### src/rtl/gol_grid.sv
// Game-of-Life array engine: ROWS x COLS cells, configurable B/S rules,
// toroidal or dead edges, seed load, single-step and free-run with still-life halt.
module gol_grid #(
  parameter int          ROWS           = 8,
  parameter int          COLS           = 8,
  parameter int          WRAP           = 1,
  parameter logic [8:0]  BIRTH_MASK     = 9'b000001000,
  parameter logic [8:0]  SURVIVE_MASK   = 9'b000001100,
  parameter int          GEN_W          = 16,
  parameter int          STOP_ON_STABLE = 1
) (
  input  logic                 clk,
  input  logic                 resetN,
  input  logic                 load,
  input  logic [ROWS*COLS-1:0] loadData,
  input  logic                 step,
  input  logic                 run,
  output logic [ROWS*COLS-1:0] grid,
  output logic [GEN_W-1:0]     generation,
  output logic                 stable,
  output logic                 extinct,
  output logic                 running
);

  localparam int N = ROWS * COLS;
  localparam bit STOP = (STOP_ON_STABLE != 0);
  localparam logic [15:0] BM = {7'd0, BIRTH_MASK};
  localparam logic [15:0] SM = {7'd0, SURVIVE_MASK};

  typedef enum logic [1:0] {IDLE, RUN, HALT} state_t;

  state_t st;
  state_t st_nx;

  logic [N-1:0] nxt;
  logic         same;
  logic         adv;

  for (genvar r = 0; r < ROWS; r++) begin : g_row
    for (genvar c = 0; c < COLS; c++) begin : g_col
      logic [7:0] nb;
      logic [3:0] cnt;
      for (genvar k = 0; k < 8; k++) begin : g_nb
        // k walks the 3x3 ring, skipping the centre
        localparam int DR = (k < 3) ? -1 : (k < 5) ? 0 : 1;
        localparam int DC =
          (k == 0 || k == 3 || k == 5) ? -1 :
          (k == 1 || k == 6) ? 0 : 1;
        localparam int RR = r + DR;
        localparam int CC = c + DC;
        localparam bit IN =
          (RR >= 0) && (RR < ROWS) &&
          (CC >= 0) && (CC < COLS);
        localparam int RW = (RR + ROWS) % ROWS;
        localparam int CW = (CC + COLS) % COLS;
        if (IN || (WRAP != 0)) begin : g_on
          assign nb[k] = grid[RW*COLS+CW];
        end else begin : g_off
          assign nb[k] = 1'b0;
        end
      end
      assign cnt = 4'($countones(nb));
      assign nxt[r*COLS+c] =
        grid[r*COLS+c] ? SM[cnt] : BM[cnt];
    end
  end

  assign same    = (nxt == grid);
  assign extinct = ~|grid;

  always_ff @(posedge clk or negedge resetN) begin
    if (!resetN) st <= IDLE;
    else         st <= st_nx;
  end

  always_comb begin
    st_nx = st;
    if (load) begin
      st_nx = IDLE;
    end else begin
      case (st)
        IDLE:    if (run) st_nx = (STOP && same) ? HALT : RUN;
        RUN: begin
          if (!run)             st_nx = IDLE;
          else if (STOP && same) st_nx = HALT;
        end
        HALT:    if (!run) st_nx = IDLE;
        default: st_nx = IDLE;
      endcase
    end
  end

  always_comb begin
    adv     = 1'b0;
    running = (st == RUN);
    if (!load) begin
      case (st)
        IDLE:    adv = step | run;
        RUN:     adv = run;
        default: adv = 1'b0;
      endcase
    end
  end

  always_ff @(posedge clk or negedge resetN) begin
    if (!resetN) begin
      grid       <= '0;
      generation <= '0;
      stable     <= 1'b0;
    end else if (load) begin
      grid       <= loadData;
      generation <= '0;
      stable     <= 1'b0;
    end else if (adv) begin
      grid   <= nxt;
      stable <= same;
      if (generation != '1)
        generation <= generation + 1'b1;
    end
  end

endmodule

### config.mk
export PLATFORM = sky130hd
export DESIGN_NAME = gol_grid
export DESIGN_NICKNAME = d
export VERILOG_FILES = /design/src/rtl/gol_grid.sv
export SDC_FILE = /design/constraint.sdc
export NUM_CORES = 1
export LEC_CHECK = 0
export CORE_UTILIZATION = 30
export CTS_BUF_LIST = sky130_fd_sc_hd__clkbuf_2
export DETAILED_ROUTE_END_ITERATION = 6
export SYNTH_ARGS = -nofsm -noshare
export SYNTH_HDL_FRONTEND = slang
export SYNTH_SLANG_ARGS = --single-unit
### constraint.sdc
create_clock -name clk -period 3.71 [get_ports clk]
set_input_delay 0.5565 -clock clk [delete_from_list [all_inputs] [get_ports clk]]
set_output_delay 0.5565 -clock clk [all_outputs]
set_load 0.1 [all_outputs]
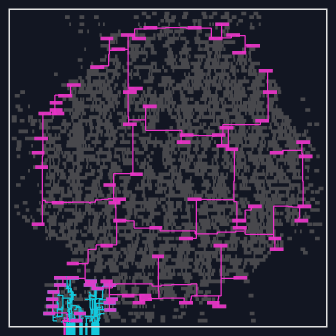
(run_1/io_fan.png)
port	color	direction	end cells	buffers	wire
resetN	magenta	input	83	4	1600 um
generation	cyan	output	16	16	644 um
Port-buffer cells: 151
IO Pins: 152

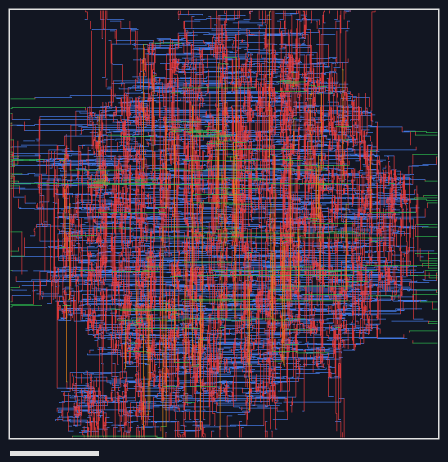
(run_1/wires.png)
Scale bar: 50 um.
layer	color	wire length
metal 2	red	32.2 mm
metal 1	blue	29.3 mm
metal 3	green	2920 um
metal 4	orange	2930 um
GRT Overall Usage: 0.238
total number of vias: 15375
WL final: 67.4 mm
Avg WL per Cell: 20.5 um

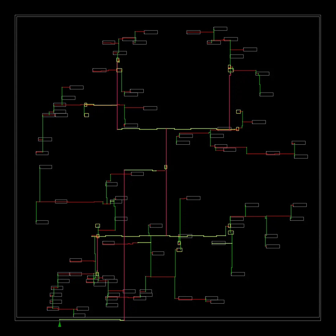
(run_1/clocks.png)
clk latency late pin: 0.91 ns
# clk buffers: 9
clock skew: 0.0940 ns
TritonCTS Buffers: 9

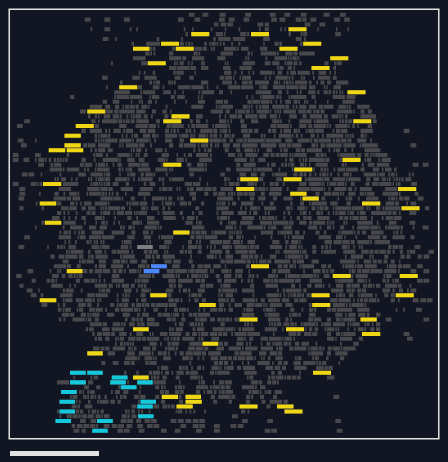
(run_1/flops_by_reg.png)
Scale bar: 50 um. Other sequential cells in the stronger gray, the rest of the logic in the fainter gray.
signal	color	flops
grid	yellow	64
generation	cyan	16
st	blue	2
not colored	1
Seq/total area: 0.0936
FF+latch area: 2250 um^2

[run 1: per-stage QoR]
step           instances   util  hold WS (ns)
3_3_place_gp        3209  0.400         0.541
4_1_cts             3261  0.415        0.0256
5_1_grt             3281  0.426        0.0688
3_5_place_dp        3209  0.400         0.547
2_1_floorplan       1953      -         0.261
6_report            3282  0.426        0.0905
[run 1: sequential cells by signal, summed over array words and instances, names as in the netlist]
| name | count |
|---|---|
| stable | 1 |
| grid | 64 |
| generation | 16 |
| st | 2 |
[run 1: layer usage]
layer,track usage,share of wire
met5,0,0
met4,0.105,0.043
met3,0.0300,0.043
met2,0.398,0.48
met1,0.306,0.44
==> results.json, run 1 <==
{
  "slew_headroom": 0.263,
  "antenna_found_initial": 3,
  "logic_area_um2": 13500,
  "setup_violations": 4,
  "worst_slack_ns": -0.750,
  "slowest_delay_ns": 0.54,
  "comb-cell-share": 0.562,
  "largest_cell_class": "multi-input combinational cells",
  "place_ws_ns": -1.09,
  "n_all_inverters": 615,
  "final_area_um2": 24000,
  "worst_path_max_delay_cell": "dfrtp_4",
  "grt_pass1_vias": 16497,
  "finalSetupTns_ns": -2.42,
  "edf_count": 0,
  "violations": "negative setup slack",
  "initial_utilization": 0.303,
  "ant_nets": 0,
  "status": "finished, violations left",
  "clock_sinks": 83,
  "critPathTopFamily": "adder cells",
  "whs_path_depth": 2,
  "cts_resized": 82
}
==> run 2: changes to the inputs <==
--- a/config.mk
+++ b/config.mk
@@ -7,6 +7,7 @@
 export LEC_CHECK = 0
 export CORE_UTILIZATION = 30
 export CTS_BUF_LIST = sky130_fd_sc_hd__clkbuf_2
+export CTS_CLUSTER_SIZE = 14
 export DETAILED_ROUTE_END_ITERATION = 6
 export SYNTH_ARGS = -nofsm -noshare
 export SYNTH_HDL_FRONTEND = slang
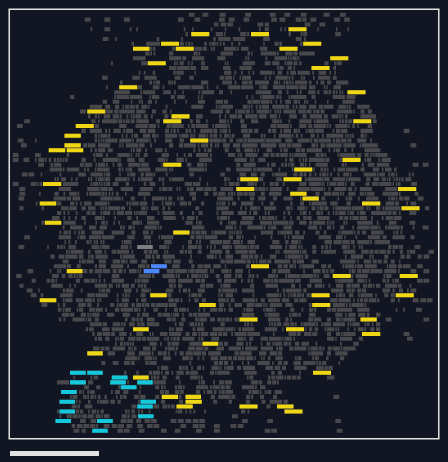
(run_2/flops_by_reg.png)
Scale bar: 50 um. Other sequential cells in the stronger gray, the rest of the logic in the fainter gray.
signal	color	flops
st	blue	2
generation	cyan	16
grid	yellow	64
Post-Route Utilization: 0.426

==> run 2 against run 1 <==
Net effect: die size unchanged; sequential cell count is the same; setup slack stayed put; final cell count unchanged; the flow still finishes with violations (negative setup slack); register-to-register slack barely moved.
==> results.json, run 2 <==
{
  "violations": "negative setup slack",
  "setup_violations": 4,
  "met1_usage": 0.306,
  "status": "finished, violations left",
  "top_layer_used": "met4",
  "ant_nets": 0,
  "worst_slack_ns": -0.750,
  "top_register": "grid",
  "antenna_found_initial": 3,
  "whs_path_depth": 2,
  "grt_pass1_vias": 16497,
  "finalNonFillerCells": 3282,
  "routed_wl_mm": 67.4,
  "io_pins": 152,
  "hold_ws_ns": 0.0905,
  "clock_sinks": 83,
  "edf_count": 0,
  "top_regs": "grid: 64 flops, generation: 16 flops, st: 2 flops",
  "cts_made_buffers": 9
}
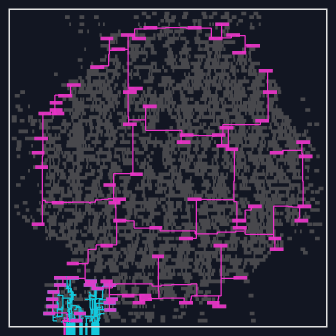
(run_2/io_fan.png)
port	color	direction	end cells	buffers	wire
resetN	magenta	input	83	4	1600 um
generation	cyan	output	16	16	644 um

==> run 2: final cells by class <==
cell class	instances	area, um^2	share of cell area
multi-input cells	1226	13500	0.562
inverters	615	2310	0.0961
repair buffers	581	4910	0.204
flip-flops and latches	83	2250	0.0936
well taps	756	946	0.0393
diodes	5	12.5	0.000520
clock buffers	9	45.0	0.00187
clock inverters	7	71.3	0.00297
==> run 2: what timing repair did <==
action,in CTS,in global routing
hold buffers,1,0
pin swaps,30,60
endpoints found under the hold margin,54,0
buffers inserted,37,25
endpoints found under the setup margin,7,28
resized,82,120
==> run 2: worst max-delay path: cells and delay by family (launching register included) <==
family	cells	cell delay [ns]
adder cells (fa/ha/maj)	6	2.00
AND/OR/NAND/NOR	5	1.08
flip-flops	1	0.54
AND-OR/OR-AND	2	0.48
buffers and inverters	6	0.39
==> run 3: changes to the inputs <==
--- a/config.mk
+++ b/config.mk
@@ -9,6 +9,7 @@
 export CTS_BUF_LIST = sky130_fd_sc_hd__clkbuf_2
 export CTS_CLUSTER_SIZE = 14
 export DETAILED_ROUTE_END_ITERATION = 6
+export SLEW_MARGIN = 10
 export SYNTH_ARGS = -nofsm -noshare
 export SYNTH_HDL_FRONTEND = slang
 export SYNTH_SLANG_ARGS = --single-unit
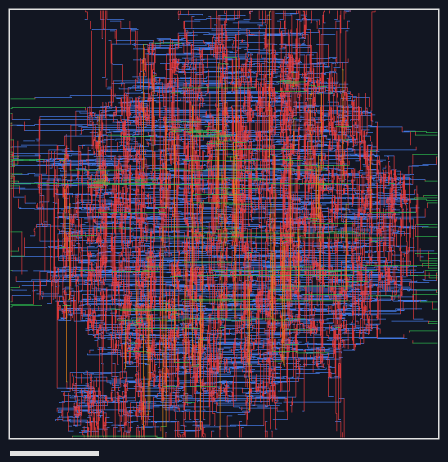
(run_3/wires.png)
Scale bar: 50 um.
layer	color	wire length
metal 1	blue	29.3 mm
metal 4	orange	2930 um
metal 2	red	32.2 mm
metal 3	green	2920 um

==> run 3 against run 2 <==
Net effect: the run still ends with negative setup slack left; first-iteration DRC count unchanged; sequential cell count unchanged; critical path depth is the same; non-clock buffer count did not move; count of clock-buffer cells in the layout did not move; maximum frequency did not move; die size is the same; highest routed layer unchanged.
==> results.json, run 3 <==
{
  "worst_slack_ns": -0.750,
  "top_regs": "grid: 64 flops, generation: 16 flops, st: 2 flops",
  "largest_cell_class": "multi-input combinational cells",
  "layout.comb_gates.multi_input": 1226,
  "nWellTaps": 756,
  "setup_violations": 4,
  "logic_area_um2": 13500,
  "io_pins": 152,
  "diodes": 5,
  "cp_num_buf_inv": 6,
  "grt_pass1_vias": 16497,
  "top_register": "grid",
  "hold_ws_ns": 0.0905,
  "top_layer_used": "met4",
  "status": "finished, violations left",
  "postCtsSetupRepairBufs": 37,
  "seq_cell_count": 83,
  "violations": "negative setup slack",
  "n_clock_buffer": 9,
  "cts_resized": 82,
  "buf_share": 0.204,
  "finalNonFillerCells": 3282,
  "flop_area_um2": 2250
}
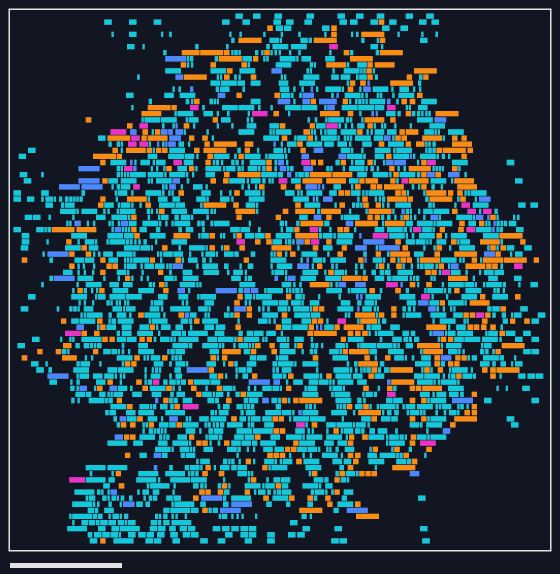
(run_3/sizes.png)
Scale bar: 50 um.
size	color	cells	share	most used
_2 cells	blue	124	4.9%	inv_2
_0 and _1 cells	cyan	1856	74%	inv_1
_6 and larger	magenta	39	1.5%	buf_6
_3 and _4 cells	orange	502	20%	buf_4
synth-to-layout area growth: 40.7%
Plain + repair buffers: 581
Final WS setup: -0.750 ns

run 3: cell counts after synthesis:
No cell type changed its count.
run 3: how the worst min path moves through the flow:
stage                                     startpoint                    endpoint  slack [ns]  cells after the start
final                                           load   generation[3]$_DFFE_PN0P_        0.09                      2
after detailed placement  generation[13]$_DFFE_PN0P_  generation[13]$_DFFE_PN0P_        0.55                      2
after floorplan                               resetN   generation[0]$_DFFE_PN0P_        0.26                      0
after CTS                                       load   generation[3]$_DFFE_PN0P_        0.03                      2
after global routing                            load   generation[3]$_DFFE_PN0P_        0.07                      2
after global placement    generation[11]$_DFFE_PN0P_  generation[11]$_DFFE_PN0P_        0.54                      2
